**config.mk**
```make
export PLATFORM = sky130hd
export DESIGN_NAME = uart_tx_fifo_ctrl
export DESIGN_NICKNAME = d
export VERILOG_FILES = /design/src/rtl/uart_pkg.sv /design/src/rtl/uart_sync_fifo.sv /design/src/rtl/uart_tx_fifo_ctrl.sv
export SDC_FILE = /design/constraint.sdc
export NUM_CORES = 1
export LEC_CHECK = 0
export CAP_MARGIN = 30
export CORE_AREA = 2 2 114 94
export DETAILED_ROUTE_END_ITERATION = 8
export DIE_AREA = 0 0 116 96
export PLACE_DENSITY_LB_ADDON = 0.3
export SLEW_MARGIN = 40
export SYNTH_ARGS = -nofsm -noshare
export SYNTH_HDL_FRONTEND = slang
export SYNTH_SLANG_ARGS = --single-unit
```
**constraint.sdc**
```tcl
create_clock -name internal_clock -period 5.03 [get_ports internal_clock]
set_input_delay 0.7545 -clock internal_clock [delete_from_list [all_inputs] [get_ports internal_clock]]
set_output_delay 0.7545 -clock internal_clock [all_outputs]
set_load 0.03 [all_outputs]
```
**src/rtl/uart_pkg.sv**
```systemverilog
// Shared definitions for the UART transmit path: byte width and feeder FSM states.
package uart_pkg;

   localparam int unsigned UART_DATA_WIDTH = 8;

   typedef enum logic [1:0] {
      IDLE  = 2'd0,
      START = 2'd1,
      SEND  = 2'd2
   } tx_state_e;

endpackage

```
**src/rtl/uart_sync_fifo.sv**
```systemverilog
// Single-clock FIFO with registered full/empty/level and a sticky overflow flag.
// Read data is the current head; rd_en advances past it.
module uart_sync_fifo #(
   parameter int unsigned DATA_WIDTH = 8,
   parameter int unsigned DEPTH      = 16,
   parameter int unsigned ADDR_WIDTH = $clog2(DEPTH)
) (
   input  logic                  clk,
   input  logic                  reset,
   input  logic                  wr_en,
   input  logic [DATA_WIDTH-1:0] wr_data,
   input  logic                  rd_en,
   output logic [DATA_WIDTH-1:0] rd_data,
   output logic                  full,
   output logic                  empty,
   output logic [ADDR_WIDTH:0]   level,
   output logic                  overflow
);

   localparam int unsigned LW = ADDR_WIDTH + 1;

   logic [DATA_WIDTH-1:0] mem [DEPTH];
   logic [ADDR_WIDTH-1:0] wr_ptr;
   logic [ADDR_WIDTH-1:0] rd_ptr;
   logic [LW-1:0]         level_nxt;
   logic                  wr_acc;
   logic                  rd_acc;

   // A write while full is dropped even if a read frees a slot in the same cycle.
   assign wr_acc  = wr_en && !full;
   assign rd_acc  = rd_en && !empty;
   assign rd_data = mem[rd_ptr];

   always_comb begin
      level_nxt = level;
      case ({wr_acc, rd_acc})
         2'b10:   level_nxt = level + LW'(1);
         2'b01:   level_nxt = level - LW'(1);
         default: level_nxt = level;
      endcase
   end

   always_ff @(posedge clk) begin
      if (reset) begin
         wr_ptr   <= '0;
         rd_ptr   <= '0;
         level    <= '0;
         full     <= 1'b0;
         empty    <= 1'b1;
         overflow <= 1'b0;
      end else begin
         if (wr_acc) wr_ptr <= wr_ptr + ADDR_WIDTH'(1);
         if (rd_acc) rd_ptr <= rd_ptr + ADDR_WIDTH'(1);
         level <= level_nxt;
         full  <= (level_nxt == LW'(DEPTH));
         empty <= (level_nxt == LW'(0));
         if (wr_en && full) overflow <= 1'b1;
      end
   end

   // Storage needs no reset; the pointers define which entries are valid.
   always_ff @(posedge clk) begin
      if (wr_acc) mem[wr_ptr] <= wr_data;
   end

endmodule

```
**src/rtl/uart_tx_fifo_ctrl.sv**
```systemverilog
// Feeds buffered host bytes to the UART transmitter one frame at a time,
// pacing on Tx_Active/Tx_Done.
module uart_tx_fifo_ctrl
   import uart_pkg::*;
#(
   parameter int unsigned DATA_WIDTH = UART_DATA_WIDTH,
   parameter int unsigned DEPTH      = 16,
   parameter int unsigned ADDR_WIDTH = $clog2(DEPTH)
) (
   input  logic                  internal_clock,
   input  logic                  reset,
   input  logic                  wr_en,
   input  logic [DATA_WIDTH-1:0] wr_data,
   output logic                  full,
   output logic                  empty,
   output logic [ADDR_WIDTH:0]   level,
   output logic                  overflow,
   output logic                  busy,
   output logic [DATA_WIDTH-1:0] Tx_Byte,
   output logic                  Tx_Enable,
   input  logic                  Tx_Active,
   input  logic                  Tx_Done
);

   localparam int unsigned LW = ADDR_WIDTH + 1;

   tx_state_e             state;
   logic [DATA_WIDTH-1:0] head;
   logic                  pop;
   logic                  wr_acc;
   logic                  will_be_empty;

   uart_sync_fifo #(
      .DATA_WIDTH (DATA_WIDTH),
      .DEPTH      (DEPTH),
      .ADDR_WIDTH (ADDR_WIDTH)
   ) u_fifo (
      .clk      (internal_clock),
      .reset    (reset),
      .wr_en    (wr_en),
      .wr_data  (wr_data),
      .rd_en    (pop),
      .rd_data  (head),
      .full     (full),
      .empty    (empty),
      .level    (level),
      .overflow (overflow)
   );

   // The Tx_Active guard keeps a frame that survived a reset from being overlapped.
   assign pop    = (state == IDLE) && !empty && !Tx_Active;
   assign wr_acc = wr_en && !full;

   // FIFO occupancy after this edge, so busy can be registered alongside the state.
   assign will_be_empty = !wr_acc && (empty || (pop && (level == LW'(1))));

   always_ff @(posedge internal_clock) begin
      if (reset) begin
         state     <= IDLE;
         Tx_Enable <= 1'b0;
         Tx_Byte   <= '0;
         busy      <= 1'b0;
      end else begin
         case (state)
            IDLE: begin
               if (pop) begin
                  Tx_Byte   <= head;
                  Tx_Enable <= 1'b1;
                  state     <= START;
                  busy      <= 1'b1;
               end else begin
                  Tx_Enable <= 1'b0;
                  busy      <= !will_be_empty;
               end
            end
            START: begin
               busy <= 1'b1;
               if (Tx_Active) begin
                  Tx_Enable <= 1'b0;
                  state     <= SEND;
               end
            end
            SEND: begin
               if (Tx_Done) begin
                  state <= IDLE;
                  busy  <= !will_be_empty;
               end else begin
                  busy  <= 1'b1;
               end
            end
            default: begin
               state     <= IDLE;
               Tx_Enable <= 1'b0;
               busy      <= !will_be_empty;
            end
         endcase
      end
   end

endmodule

```
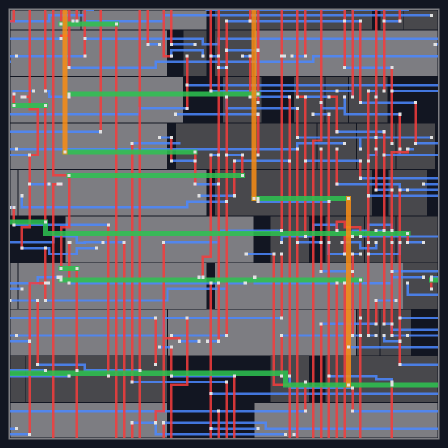
*Zoomed window*
Window x 46 to 71, y 36 to 61 microns. Cells in gray, sequential cells in the stronger gray; small squares are vias.
- blue: M1
- red: M2
- green: M3
- orange: M4
- most frequent: edfxtp_1 (12), nor2_2 (8), nor3_1 (3)
- sequential cells in the window: 12
- netlist names of flops here include: u_fifo.mem (12)
- cells with their middle in the window: 34

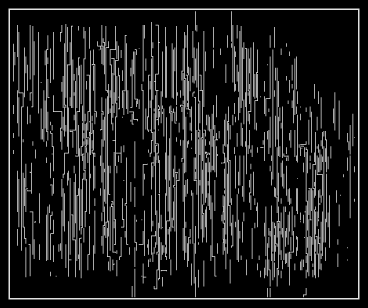
*Signal wires on met2*
(3 px per micron)
- longest straight run: 47.9 microns
- main direction: vertical
- nets with wire on the layer: 373
- share of all routed wire: 51%
- wire length on this layer: 6,220 microns

==> flow_summary.toml <==
# flow metrics
[logic_synthesis]
ys_types = 50
largest_area_cell = "edfxtp_1"
xor_share_pct = 0.9790
mux_share_pct = 13.11
yosys.area_share.aoi_pct = 4.795
ys_cells = 362
synth_dominant_cell_count = "edfxtp_1"
ys_seq_share_pct = 70.33
ys_area_sq_um = 6262
synthCells = 362
synth_warnings = 0
fp_nets = 384
adder_share_pct = 1.798
logic_family = "multiplexers"
ys_async_sr_fraction_pct = 0
simple_gate_share_pct = 6.713
top_cell_area_share_pct = 61.38
ys.flops = 156
syn_area_sq_um = 6262
syn_avg_cell_area_sq_um = 17.30
ys_top_cells_by_count = "edfxtp_1, mux4_2, dfxtp_1, nor2_1, nand2_1"
synthFlopType = "edfxtp_1"
area_leaders = "edfxtp_1, mux4_2, dfxtp_1"
synth-edff-count = 128

[critical_path]
path_buffers = 2
reg2reg_depth = 7
regToRegSetupSlack_ns = 2.46
cp-start-kind = "primary input"
max_stage_delay_ns = 0.53
path_cells = "clkdlybuf4s50_1 -> nor4_4 -> inv_1 -> ha_1 -> or3b_1 -> mux2i_1 -> nor4_1 -> a41o_1"
r2r_end = "u_fifo.empty"
cp.arrival_ns = 3.25
cp_data_required_time_ns = 5.34
end_kind = "flop"
cp_slowest_cell = "clkdlybuf4s50_1"
critPathTopFamily = "simple AND/OR/NAND/NOR gates"
cp_max_fo = 16
r2r-start = "state[1]"
path_class = "primary input to flop"
crit_cells = 8

[power_and_ir_drop]
p_int_mw = 2.305
p_comb_uw = 269
seq-power_mw = 1.46
pwr-share-clk_pct = 42.8
power_density_nw_per_um2 = 414.7
clk-power_mw = 1.30
leakage_nw = 2.312
switching_share_pct = 23.96
p_seq_share_pct = 48.3
top_power_group = "sequential cells"
total_power_mw = 3.031
peakVddDrop_uv = 338.8
p_switching_uw = 726.1
comb_power_share_pct = 8.9

[detailed_routing]
drc_errors = 0
finalWirelength_mm = 12.24
drtIter0Drc = 321
viasPerCell = 6.062
drtAntennaViolNets = 0
via_count = 3340
wire_per_inst_microns = 22.21
drtPass1Iterations = 5

[min_path]
hp-start = "u_fifo.overflow"
min_path_cells = 2
hold_end = "u_fifo.overflow"
hold_path_class = "flop to flop"

[final_timing]
slew_headroom_pct = 42.74
period_used_pct = 58.37
finalMaxSlewViolations = 0
setup_ws_ns = 2.094
rsz0062_at_grt = "false"
setup_viol = 0
worst_pin_slew_ns = 0.8557
fmax_mhz = 340.6
hold_ws_ns = 0.4757
finalHoldViolations = 0
finalSetupTns_ns = 0
fin_skew_ns = 0.006656
finalCriticalPeriod_ns = 2.936

[finish]
final_util_pct = 73.14
final_cells = 551
num-nets-final = 420
fin_area_sq_um = 7308
final_cell_mix = "edfxtp_1, mux4_2, clkdlybuf4s50_1, dfxtp_1"
areaGrowthSynthToFinish_pct = 16.70
drive_above_1_share_pct = 21.90
antenna_cells = 0
lay_top_count = "edfxtp_1"

[die]
rows = 33
initial_utilization_pct = 62.67
core_sq_um = 9992
die_h_microns = 96
io_pins = 31
die_area_sq_um = 11140
die_w_microns = 116

[clocking]
numCtsBuffers = 17
ctsHoldBuffers = 0
cts_htree_levels = 4
cts_root_buf = "clkbuf_16"
clockBufferDepth = 2
cts.sinks = 156
tritoncts = "built"
cts.clk_slew.worst_paths_ns = 0.06
post_cts_resized = 0
postCtsSetupRepairBufs = 0
clkLatencyLatePin_ns = 0.42

[global_route]
grt_max_degree = 35
antenna_found_initial = 0
overflow = 0
grt_usage_pct = 24.36
grt_pass1_wl_mm = 18.88
first_global_vias = 3317

[outcome]
status = "complete, no violations"

[job]
cap_violations = 0
warnings = 31

[placement]
dp_cells = 519
port_buffers = 30
pre_cts_ws_ns = 1.713
post_dp_cell_area_sq_um = 6685
place_congestion = 0.7893
dpl.hpwl_mm = 7.404
[metal layers]
metal | global-route usage (%) | share of wire [%] | vias up
met5 | 0 | 0 | -
met4 | 7.242 | 1.0 | 0
met3 | 6.486 | 6.0 | 16
met2 | 39.38 | 51 | 115
met1 | 33.23 | 42 | 1704
li1 | - | - | 1505
[cell type report]
| type | instances | area [sq um] |
|---|---|---|
| Sequential cell | 156 | 4405 |
| Multi-Input combinational cell | 177 | 1752 |
| Clock inverter | 15 | 176.4 |
| Fill cell | 631 | 2684 |
| Clock buffer | 17 | 425.4 |
| Inverter | 11 | 41.29 |
| Tap cell | 140 | 175.2 |
| Timing Repair Buffer | 35 | 332.8 |
[how the worst max path moves through the flow]
stage | slack [ns] | to | from
2_1_floorplan | 2.58 | u_fifo.empty | Tx_Active
5_1_grt | 1.89 | u_fifo.full | Tx_Active
3_5_place_dp | 1.71 | u_fifo.full | Tx_Active
3_3_place_gp | 1.79 | u_fifo.empty | Tx_Active
4_1_cts | 2.11 | u_fifo.empty | Tx_Active
6_report | 2.09 | u_fifo.empty | Tx_Active
[tightest hold or removal path: stages (launching register included)]
cell and delay (ns):
dfxtp_1 0.33, a21oi_1 0.04, nor2_1 0.07
[sequential cells by signal (all words and copies together), names as in the netlist]
name and count:
u_fifo.overflow 1, u_fifo.wr_ptr 4, u_fifo.full 1, Tx_Byte 8, Tx_Enable 1, u_fifo.level 5
state 2, u_fifo.empty 1, u_fifo.rd_ptr 4, busy 1, u_fifo.mem 128
[cell families (layout without fill, tap and decap cells)]
kind of cell             Yosys count  after routing
flip-flops                       156            156
AND/OR/NAND/NOR                   79             79
multiplexers                      42             42
AND-OR/OR-AND                     40             40
buffers and inverters             29             78
adder cells (fa/ha/maj)            9              9
XOR/XNOR                           7              7
Power and IR drop assume default switching activity.
